**src/rtl/tpu_pkg.sv**
```systemverilog
// Shared TPU definitions: sequencer state encoding and default array/buffer geometry.
package tpu_pkg;

  localparam int ARRAY_N_DEF = 16;
  localparam int ADDR_W_DEF  = 8;

  typedef enum logic [2:0] {
    ST_IDLE    = 3'd0,
    ST_WLOAD   = 3'd1,
    ST_COMPUTE = 3'd2,
    ST_DRAIN   = 3'd3,
    ST_DONE    = 3'd4
  } state_e;

endpackage

```
**src/rtl/mmu_delay.sv**
```systemverilog
// mmu_delay: DEPTH-stage 1-bit shift register with hold enable, used to track
// which array cycles will produce a result row at the bottom edge.
module mmu_delay #(
  parameter int DEPTH = 8
) (
  input  logic clk,
  input  logic rst_n,
  input  logic i_en,
  input  logic i_d,
  output logic o_q
);

  logic [DEPTH-1:0] r_sr;

  // NOTE: this line is reset because a bit left over from an aborted tile would
  // otherwise surface later as a spurious result write.
  always_ff @(posedge clk or negedge rst_n) begin
    if (!rst_n) begin
      r_sr <= '0;
    end else if (i_en) begin
      r_sr <= (r_sr << 1) | DEPTH'(i_d);
    end
  end

  assign o_q = r_sr[DEPTH-1];

endmodule

```
**src/rtl/mmu_sched.sv**
```systemverilog
// mmu_sched: weight-load / compute / drain sequencer for one systolic-array tile.
// Optional stall-cycle counter output stall_cnt when MMU_SCHED_PERFCNT_EN is defined.
module mmu_sched
  import tpu_pkg::*;
#(
  parameter int ARRAY_N    = ARRAY_N_DEF,
  parameter int ADDR_W     = ADDR_W_DEF,
  parameter int RESULT_LAT = 2 * ARRAY_N
) (
  input  logic              clk,
  input  logic              rst_n,
  input  logic              start,
  input  logic [ADDR_W-1:0] num_rows,
  input  logic [ADDR_W-1:0] wbase,
  input  logic [ADDR_W-1:0] ibase,
  input  logic [ADDR_W-1:0] obase,
  input  logic              stall,
  output logic              busy,
  output logic              done,
  output logic              wbuf_rd,
  output logic [ADDR_W-1:0] wbuf_addr,
  output logic              mmu_wwrite,
  output logic              ibuf_rd,
  output logic [ADDR_W-1:0] ibuf_addr,
  output logic              mmu_active,
  output logic              obuf_wr,
  output logic [ADDR_W-1:0] obuf_addr
`ifdef MMU_SCHED_PERFCNT_EN
  ,
  output logic [31:0]       stall_cnt
`endif
);

  state_e            r_state;
  logic [ADDR_W-1:0] r_num_rows;
  logic [ADDR_W-1:0] r_cnt;
  logic [ADDR_W-1:0] r_ocnt;
  logic [ADDR_W-1:0] r_waddr;
  logic [ADDR_W-1:0] r_iaddr;
  logic [ADDR_W-1:0] r_oaddr;
  logic              w_busy;
  logic              w_adv;
  logic              w_dly_q;

  assign w_busy = (r_state == ST_WLOAD) || (r_state == ST_COMPUTE) || (r_state == ST_DRAIN);
  // Stall only freezes the sequencer while a tile is in flight.
  assign w_adv  = !(stall && w_busy);

  assign busy       = w_busy;
  assign done       = (r_state == ST_DONE);
  assign wbuf_rd    = (r_state == ST_WLOAD) && w_adv;
  assign mmu_wwrite = wbuf_rd;
  assign ibuf_rd    = (r_state == ST_COMPUTE) && w_adv;
  assign mmu_active = ibuf_rd;
  assign obuf_wr    = w_dly_q && w_adv;
  assign wbuf_addr  = r_waddr;
  assign ibuf_addr  = r_iaddr;
  assign obuf_addr  = r_oaddr;

  mmu_delay #(.DEPTH(RESULT_LAT)) u_delay (
    .clk   (clk),
    .rst_n (rst_n),
    .i_en  (w_adv),
    .i_d   (mmu_active),
    .o_q   (w_dly_q)
  );

  // NOTE: non-blocking assignments everywhere here, so every register update in
  // a cycle is computed from the values present before the clock edge.
  always_ff @(posedge clk or negedge rst_n) begin
    if (!rst_n) begin
      r_state    <= ST_IDLE;
      r_num_rows <= '0;
      r_cnt      <= '0;
      r_ocnt     <= '0;
      r_waddr    <= '0;
      r_iaddr    <= '0;
      r_oaddr    <= '0;
    end else begin
      if (obuf_wr) begin
        r_oaddr <= r_oaddr + ADDR_W'(1);
        r_ocnt  <= r_ocnt + ADDR_W'(1);
      end
      case (r_state)
        ST_IDLE: begin
          if (start) begin
            r_num_rows <= num_rows;
            r_waddr    <= wbase;
            r_iaddr    <= ibase;
            r_oaddr    <= obase;
            r_cnt      <= '0;
            r_ocnt     <= '0;
            r_state    <= ST_WLOAD;
          end
        end
        ST_WLOAD: begin
          if (!stall) begin
            r_waddr <= r_waddr + ADDR_W'(1);
            if (r_cnt == ADDR_W'(ARRAY_N - 1)) begin
              r_cnt   <= '0;
              r_state <= (r_num_rows == '0) ? ST_DONE : ST_COMPUTE;
            end else begin
              r_cnt <= r_cnt + ADDR_W'(1);
            end
          end
        end
        ST_COMPUTE: begin
          if (!stall) begin
            r_iaddr <= r_iaddr + ADDR_W'(1);
            if (r_cnt == r_num_rows - ADDR_W'(1)) begin
              r_state <= ST_DRAIN;
            end else begin
              r_cnt <= r_cnt + ADDR_W'(1);
            end
          end
        end
        ST_DRAIN: begin
          // Results can start landing during COMPUTE; only the final one ends the tile.
          if (obuf_wr && (r_ocnt == r_num_rows - ADDR_W'(1))) begin
            r_state <= ST_DONE;
          end
        end
        ST_DONE: begin
          r_state <= ST_IDLE;
        end
        default: begin
          r_state <= ST_IDLE;
        end
      endcase
    end
  end

`ifdef MMU_SCHED_PERFCNT_EN
  logic [31:0] r_stall_cnt;

  always_ff @(posedge clk or negedge rst_n) begin
    if (!rst_n) begin
      r_stall_cnt <= '0;
    end else if ((r_state == ST_IDLE) && start) begin
      r_stall_cnt <= '0;
    end else if (w_busy && stall && (r_stall_cnt != '1)) begin
      r_stall_cnt <= r_stall_cnt + 32'd1;
    end
  end

  assign stall_cnt = r_stall_cnt;
`endif

endmodule

```
**config.mk**
```make
export PLATFORM = sky130hd
export DESIGN_NAME = mmu_sched
export DESIGN_NICKNAME = d
export VERILOG_FILES = /design/src/rtl/tpu_pkg.sv /design/src/rtl/mmu_delay.sv /design/src/rtl/mmu_sched.sv
export SDC_FILE = /design/constraint.sdc
export NUM_CORES = 1
export LEC_CHECK = 0
export ABC_AREA = 1
export ABC_CLOCK_PERIOD_IN_PS = 2500
export CORE_MARGIN = 2
export CORE_UTILIZATION = 35
export CTS_CLUSTER_SIZE = 8
export DETAILED_ROUTE_END_ITERATION = 8
export PLACE_DENSITY_LB_ADDON = 0.2
export SKIP_CTS_REPAIR_TIMING = 1
export SLEW_MARGIN = 20
export SYNTH_ARGS = -nofsm -noshare
export SYNTH_HDL_FRONTEND = slang
export SYNTH_SLANG_ARGS = --single-unit
```
**constraint.sdc**
```tcl
create_clock -name clk -period 2.5 [get_ports clk]
set_input_delay 0.25 -clock clk [delete_from_list [all_inputs] [get_ports clk]]
set_output_delay 0.25 -clock clk [all_outputs]
set_load 0.01 [all_outputs]
```
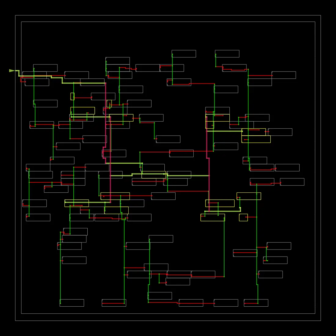
Fig. 1. Clock routing.
Final Skew: 0.008935 ns
registers: 83
clock sink total: 83
clk latency late pin: 0.34 ns

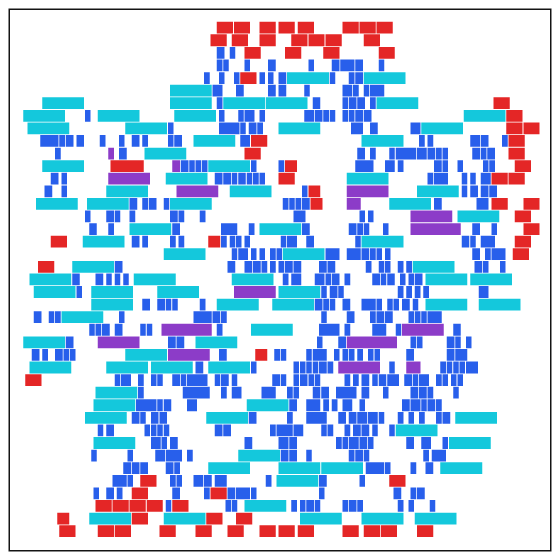
Fig. 2. Placement by cell class.
- clock drivers and dummy loads: purple (cells 16)
- other buffers and delay cells: red (cells 73)
- flops: cyan (cells 83)
- all other logic: blue (cells 480)
Util after Layout: 45.10%
Seq/total area: 36.79%

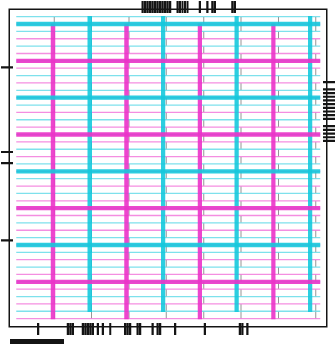
Fig. 3. PDN straps and rails.
Bar = 20 µm. Pins as bars on the die edge. Tap cells in grey.
- VSS: magenta
- VDD: cyan
- met4 straps: 8
- rows: 41
Core ar.: 12520 µm²
die width: 116.7 µm

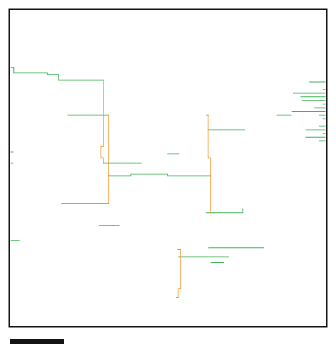
Fig. 4. Signal wires by layer.
Bar = 20 µm. Two of the layers only.
- met4: orange (wire length 121 µm)
- met3: green (wire length 293 µm)
gr usage total: 16.40%
wire per inst: 12.74 µm
Routed Wire Length: 10.50 mm

==> impl_metrics.yaml <==
# physical design summary
power_and_ir_drop:
  sequentialPowerShare_pct: 33.5
  power_leader: "combinational logic"
  p_per_area_nw_per_um2: 1290
  p_leak_nw: 2.598
  pwr-share-comb_pct: 45.5
  seq_power_w: 0.00244
  peakVddDrop_uv: 639.2
  p_sw_share_pct: 41.22
synth:
  avgSynthCellArea_um2: 7.651
  synth-async-reset-ratio_pct: 100.0
  synth_area_um2: 4446
  netlist.area_leader.share_pct: 46.72
  fa_ha_area_share_pct: 1.970
  synth_stat.cells: 581
  flop_cell: "dfrtp_1"
  ys_types: 37
  yosysWarnings: 0
  simple_gate_area_share_pct: 25.89
  ys_top_cells_by_count: "nand2_1, dfrtp_1, inv_1"
  ys.flops: 83
cells_and_area:
  mostFrequentLayoutCell: "nand2_1"
  buf_share_pct: 12.85
  layout-drive-gt1-share_pct: 6.288
  most-common-layout-cells: "nand2_1, dfrtp_1, inv_1"
  nClkBuffers: 10
  logic_gates: 406
  diodes: 0
  top_register: "u_delay.r_sr"
  flop_area_um2: 2077
  largest_reg_flops: 32
  n_all_inverters: 74
  final-comb-area_um2: 2006
  syn_to_final_growth_pct: 26.99
  largest_class: "registers"
  n_all_buffers: 73
critical_path:
  slowest_stage: "clkdlybuf4s50_1"
  path_buffers: 1
  r2r_start: "r_num_rows[0]"
  startpoint: "r_state[2]"
  path_depth: 4
  start_kind: "register"
  slowest_delay_ns: 0.57
  critical_path_class: "register to output port"
  worstPathArrival_ns: 1.98
  required_ns: 2.25
  crit_top_cell: "nor2_1"
  worstRegToRegCells: 15
  setup.worst_path.end_class: "output port"
  crit_family: "simple AND/OR/NAND/NOR gates"
grt:
  grt.met2_usage_pct: 26.71
  grtUsageMet3_pct: 3.373
  grtUsageMet1_pct: 22.37
  grt_busiest_layer: "met2"
  grt_pass1_vias: 3776
  grt_max_degree: 62
drt:
  drc: 0
  route.met2.wl_mm: 5.008
  viasPerCell: 4.746
  vias: 3911
  wl_met3_um: 293
  top_layer: "met4"
  dr.pass1.iters: 4
flow_run:
  warnings: 27
  drv_cap: 0
hold_path:
  hp-class: "input pin to async pin"
place:
  place_ws_ns: 0.4052
  dpl.hpwl_mm: 7.555
  dp.cells: 807
  dpl_cell_area_um2: 5291
  numPortBuffers: 66
cts:
  cts_htree_levels: 3
  root_buffer: "clkbuf_16"
  clkSlewWorstSetupHoldPaths_ns: 0.07
  numCtsBuffers: 9
floorplan:
  fp-row-count: 41
  nWellTaps: 172
  io-pin-count: 67
  dieArea_um2: 13620
  fp_util_pct: 35.52
final_timing:
  setup_viol: 0
  max_freq_mhz: 447.6
  slew_violations: 0
  min_period_ns: 2.234
  tightestPinTransition_ns: 0.6477
outcome:
  run_status: "completed"
Power is estimated from default activity; no workload was simulated.
